Figure 1. Register map, names as in the netlist.
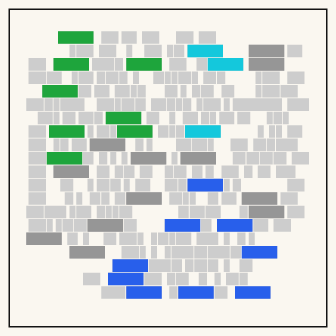
Figure 2. M2 wires.
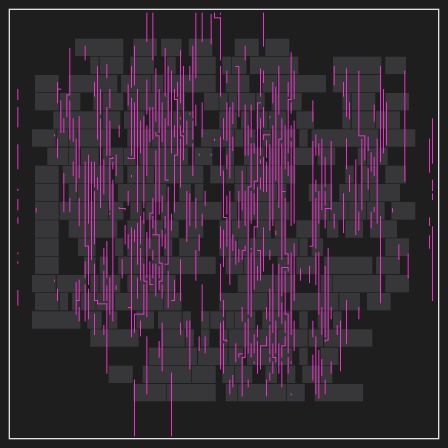
Figure 3. Placement density heat map.
6 x 6 tiles, from white (low) to dark blue (high), 0 to 100% covered.
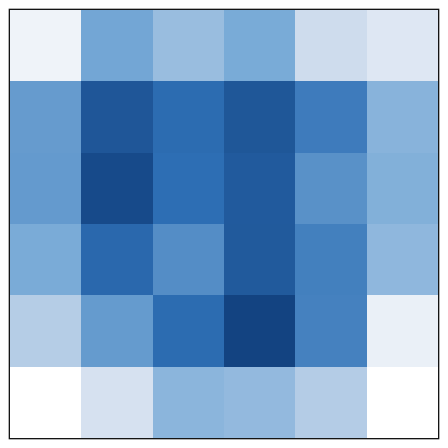
Figure 4. Met1 routing.
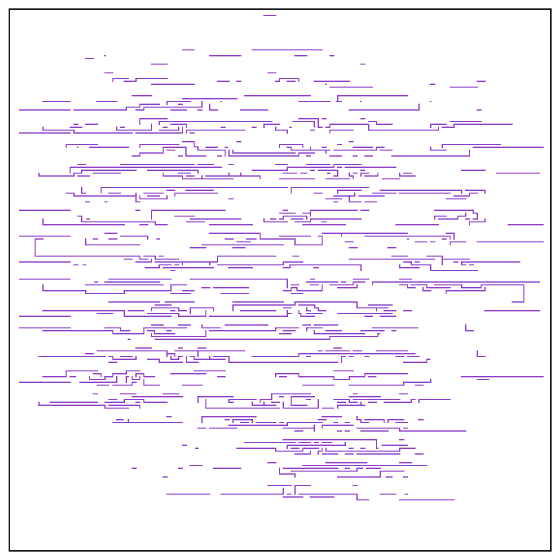
Figure 5. Cell outlines without signal wires.
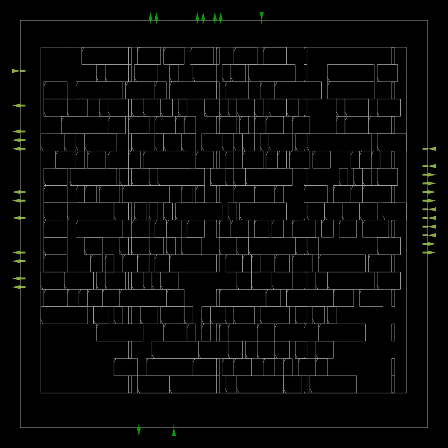
`src/rtl/wm_pkg.sv`:
```
// Shared definitions for the whack-a-mole round controller.
//   - default parameter values for the controller
//   - FSM state enumeration
//   - saturating 8-bit increment used for the score
package wm_pkg;

  localparam int WM_NUM_BTN = 4;
  localparam int WM_TIMEOUT = 500;
  localparam int WM_ROUNDS  = 8;

  typedef enum logic [2:0] {
    ST_IDLE   = 3'd0,
    ST_ARM    = 3'd1,
    ST_WAIT   = 3'd2,
    ST_RESULT = 3'd3,
    ST_DONE   = 3'd4
  } wm_state_e;

  function automatic logic [7:0] sat_inc8(input logic [7:0] v);
    return (v == 8'hFF) ? v : v + 8'd1;
  endfunction

endpackage

```
`src/rtl/wm_round_timer.sv`:
```
// Per-round cycle counter.
//   clk    : clock, rising edge
//   reset  : synchronous active-high reset, clears the count
//   clear  : force count to 0 (held while the controller is arming a round)
//   en     : advance count by one per cycle
//   expire : count has reached TIMEOUT-1 (last allowed cycle of the round)
// The count stops at TIMEOUT-1 so it can never wrap, even if enable stays
// high for longer than a round.
module wm_round_timer
  import wm_pkg::*;
#(
  parameter int TIMEOUT = WM_TIMEOUT
) (
  input  logic clk,
  input  logic reset,
  input  logic clear,
  input  logic en,
  output logic expire
);

  localparam int CNT_W = $clog2(TIMEOUT);
  localparam logic [CNT_W-1:0] LAST = CNT_W'(TIMEOUT - 1);

  logic [CNT_W-1:0] count_q, count_d;

  always_comb begin
    count_d = count_q;
    if (clear) begin
      count_d = '0;
    end else if (en && (count_q != LAST)) begin
      count_d = count_q + CNT_W'(1);
    end
  end

  always_ff @(posedge clk) begin
    if (reset) begin
      count_q <= '0;
    end else begin
      count_q <= count_d;
    end
  end

  assign expire = (count_q == LAST);

endmodule

```
`src/rtl/wm_round_ctrl.sv`:
```
// Whack-a-mole game round controller.
//   clk       : clock, rising edge
//   reset     : synchronous active-high reset
//   start     : level, begins a new game when idle or finished
//   rn        : random target index, folded modulo NUM_BTN when latched
//   btn       : debounced button levels, bit i = button i
//   target    : one-hot lit mole while waiting for a press, else 0
//   hit/miss  : one-cycle round outcome pulses
//   score     : hits in the current game, saturating at 255
//   round_idx : 0-based index of the current round
//   busy      : game in progress
//   done      : game finished, held until next start or reset
//
// state  | meaning
// IDLE   | after reset, waiting for start
// ARM    | waiting for all buttons released, then latches the target
// WAIT   | mole lit, timer running, watching for a press or timeout
// RESULT | one cycle, hit/miss pulse visible, advance or finish
// DONE   | game over, done held, waiting for start
module wm_round_ctrl
  import wm_pkg::*;
#(
  parameter  int NUM_BTN = WM_NUM_BTN,
  parameter  int TIMEOUT = WM_TIMEOUT,
  parameter  int ROUNDS  = WM_ROUNDS,
  localparam int IDX_W   = $clog2(NUM_BTN)
) (
  input  logic               clk,
  input  logic               reset,
  input  logic               start,
  input  logic [IDX_W-1:0]   rn,
  input  logic [NUM_BTN-1:0] btn,
  output logic [NUM_BTN-1:0] target,
  output logic               hit,
  output logic               miss,
  output logic [7:0]         score,
  output logic [7:0]         round_idx,
  output logic               busy,
  output logic               done
);

  localparam logic [7:0] LAST_ROUND = 8'(ROUNDS - 1);

  wm_state_e          state_q, state_d;
  logic [IDX_W-1:0]   tgt_q, tgt_d;
  logic [7:0]         score_q, score_d;
  logic [7:0]         round_q, round_d;
  logic               hit_q, hit_d;
  logic               miss_q, miss_d;

  logic [NUM_BTN-1:0] tgt_mask;
  logic               any_press;
  logic               right_press;
  logic               expire;

  wm_round_timer #(
    .TIMEOUT(TIMEOUT)
  ) u_timer (
    .clk   (clk),
    .reset (reset),
    .clear (state_q == ST_ARM),
    .en    (state_q == ST_WAIT),
    .expire(expire)
  );

  assign tgt_mask    = NUM_BTN'(1) << tgt_q;
  assign any_press   = |btn;
  // Exact match only: the target together with any other button is a wrong press.
  assign right_press = (btn == tgt_mask);

  always_comb begin
    state_d = state_q;
    tgt_d   = tgt_q;
    score_d = score_q;
    round_d = round_q;
    hit_d   = 1'b0;
    miss_d  = 1'b0;

    unique case (state_q)
      ST_IDLE, ST_DONE: begin
        if (start) begin
          state_d = ST_ARM;
          score_d = '0;
          round_d = '0;
        end
      end

      ST_ARM: begin
        if (!any_press) begin
          state_d = ST_WAIT;
          // Out-of-range generator values wrap back onto a real button.
          tgt_d   = IDX_W'(32'(rn) % NUM_BTN);
        end
      end

      ST_WAIT: begin
        // A press on the final cycle still counts as a press, not a timeout.
        if (any_press) begin
          state_d = ST_RESULT;
          if (right_press) begin
            hit_d   = 1'b1;
            score_d = sat_inc8(score_q);
          end else begin
            miss_d  = 1'b1;
          end
        end else if (expire) begin
          state_d = ST_RESULT;
          miss_d  = 1'b1;
        end
      end

      ST_RESULT: begin
        if (round_q == LAST_ROUND) begin
          state_d = ST_DONE;
        end else begin
          state_d = ST_ARM;
          round_d = round_q + 8'd1;
        end
      end

      default: begin
        state_d = ST_IDLE;
      end
    endcase
  end

  always_ff @(posedge clk) begin
    if (reset) begin
      state_q <= ST_IDLE;
      tgt_q   <= '0;
      score_q <= '0;
      round_q <= '0;
      hit_q   <= 1'b0;
      miss_q  <= 1'b0;
    end else begin
      state_q <= state_d;
      tgt_q   <= tgt_d;
      score_q <= score_d;
      round_q <= round_d;
      hit_q   <= hit_d;
      miss_q  <= miss_d;
    end
  end

  assign target    = (state_q == ST_WAIT) ? tgt_mask : '0;
  assign hit       = hit_q;
  assign miss      = miss_q;
  assign score     = score_q;
  assign round_idx = round_q;
  assign busy      = (state_q == ST_ARM) || (state_q == ST_WAIT) || (state_q == ST_RESULT);
  assign done      = (state_q == ST_DONE);

endmodule

```
`config.mk`:
```
export PLATFORM = sky130hd
export DESIGN_NAME = wm_round_ctrl
export DESIGN_NICKNAME = d
export VERILOG_FILES = /design/src/rtl/wm_pkg.sv /design/src/rtl/wm_round_timer.sv /design/src/rtl/wm_round_ctrl.sv
export SDC_FILE = /design/constraint.sdc
export NUM_CORES = 1
export LEC_CHECK = 0
export CAP_MARGIN = 15
export CORE_MARGIN = 3
export CORE_UTILIZATION = 51
export CTS_CLUSTER_DIAMETER = 50
export CTS_CLUSTER_SIZE = 16
export DETAILED_ROUTE_END_ITERATION = 10
export MAX_ROUTING_LAYER = met4
export PLACE_DENSITY = 0.86
export SETUP_SLACK_MARGIN = 0.2
export SYNTH_ARGS = -nofsm -noshare
export SYNTH_HDL_FRONTEND = slang
export SYNTH_HIERARCHICAL = 1
export SYNTH_SLANG_ARGS = --single-unit
export TNS_END_PERCENT = 50
```
`constraint.sdc`:
```
create_clock -name clk -period 2.9 [get_ports clk]
set_input_delay 0.725 -clock clk [delete_from_list [all_inputs] [get_ports clk]]
set_output_delay 0.725 -clock clk [all_outputs]
set_load 0.02 [all_outputs]
```
==> summary.txt <==
flow finished, numbers: buffers outside the clock class 37, Final setup viols 0, GPL Wtd Cong 0.816, combinational gates 159, Static Leak 0.783 nW, most instantiated cells after synthesis 32 x dfxtp_1, 26 x nor2_1, 19 x nand2_1, 11 x inv_1, 11 x nor3_1, R2R Path End score[3], status finished clean, Clk pin slew, worst setup/hold paths 0.09 ns, uppermost layer routed met4, CTS H-tree depth 2, clock sinks 32, pwr/cell area 372 nW/um^2, Core Area 3130 sq um, Post-synth regs 32, setup_tns 0 ns, CP Buf/Inv Count 1, Complex Gates by Area 18.2%, worst-margin pin slew 0.520 ns, Inverters excl. clock 11, count of library flops with an enable pin 0, Area Overhead vs Synth 26.7%, Worst path max stage delay 0.50 ns, max reg flops 9, Int Power 0.000614 W, Worst Reg-to-Reg Cells 5, routed vias/inst 5.69, adder-cell share of the synthesized area 2.91%, Final Critical Period 2.63 ns, worst reg2reg setup slack 0.70 ns, met2 routed WL 1750 microns, largest net degree at the start of global routing 16, fin crit share 90.8%, Worst Setup EP score[3], Biggest consumer sequential cells, CP required 3.16 ns, hold_sp u_timer/count_q[7], GRT busiest layer met2, share of total power in combinational logic 9.5%, endpoint class of the critical path flip-flop, Max Clock Freq 0.380 GHz, Final Hold Viols 0, Place WS -0.0820 ns, Cells after Synth 208, I/O pin total 33, Signal buf overhead 16.5%, count leader, synth dfxtp_1, worst IR drop on VDD 0.000283 V, Clock power frac 35.2%, crit-path max FO 9, Commonest Layout Cell dfxtp_1, Reg power frac 55.2%, Top area cell types dfxtp_1 37%, nor2_1 5.7%, nand2_1 4.1%, cts hold-fix bufs 0, yosys xor share 4.59%, delay-heaviest family, CP simple AND/OR/NAND/NOR gates, WP depth 6, final net count 259, crit path kind input pin to flip-flop, met3 Resource Use GR 6.15%, PnR Total Power 0.000811 W, AND/OR/NAND/NOR Cells, Area Fraction 30.3%, combinational power 0.0000774 W, Final Skew 0.0112 ns, met3 routed WL 207 microns, Antenna Cells 0, post-DP HPWL 2800 microns, DR iter-0 viols 55, share of cells above drive strength 1 9.76%, flop share of the area 29.4%, P_clk 0.000285 W, initial antenna violation count 0, Avg Cell Area, Syn 8.27 sq um, WHS Path Cells 2, vias in the first global route 1566, Metal-1 WL 1860 microns, Flops 32, Top cells excl fill/tap 32 x dfxtp_1, 28 x clkdlybuf4s50_1, 26 x nor2_1, 19 x nand2_1, critical path arrival 2.90 ns, post-route worst setup slack 0.267 ns, RSZ-0062 raised after global routing yes, Biggest register u_timer/count_q, CTS buffer count 5, Comb/total area 46.6%, area reported by Yosys stat 1720 sq um, R2R Path Start tgt_q[1], Gate Area 1020 sq um, Cell Area, Placed 2110 sq um, Largest area class, layout multi-input combinational cells, Inst Count DP 283, clock buf count 7, Yosys Warn Count 6, clk buf depth 2, post-synthesis mux area share 2.91%, die height 64.1 microns, Total GRT Usage 22.2%, Global Route met2 Usage 33.0%, Main synth FF type dfxtp_1, Startpoint Class input pin, clock network share of area 2.99%, DRC 0, Buffers on Ports 32, first-pass GRT wire length 7020 microns, seq pwr 0.000448 W, largest area contributor in the netlist dfxtp_1, Slew Limit Fails 0
Notes on Figure 1 above:
Key: cyan = state_q [flops 3]; green = round_idx [flops 8]; blue = u_timer/count_q [flops 9]
Another 12 sequential cells are not colored.

Notes on Figure 2 above:
The wires run mostly vertical. The longest straight run is 21.1 microns. The layer holds 45% of the routed length. 217 nets have wire on it. The layer carries 1750 microns of wire.

Notes on Figure 3 above:
The fullest tile reaches 92%. The densest ninth of the die: center. 25% of the tiles are over 75% full. 5.6% of the tiles are nearly empty. The mean over all tiles is 52%.

Notes on Figure 4 above:
The wires run mostly horizontal. The layer carries 1860 microns of wire.
vias: 1649
met1 Use GR: 28.1%
routed wire length: 3910 microns

Notes on Figure 5 above:
Finished Layout Cells: 290
FP Rows: 20
final core occ: 69.6%
TAP cells: 44
Filler cells: 268

Power is estimated from default activity; no workload was simulated.
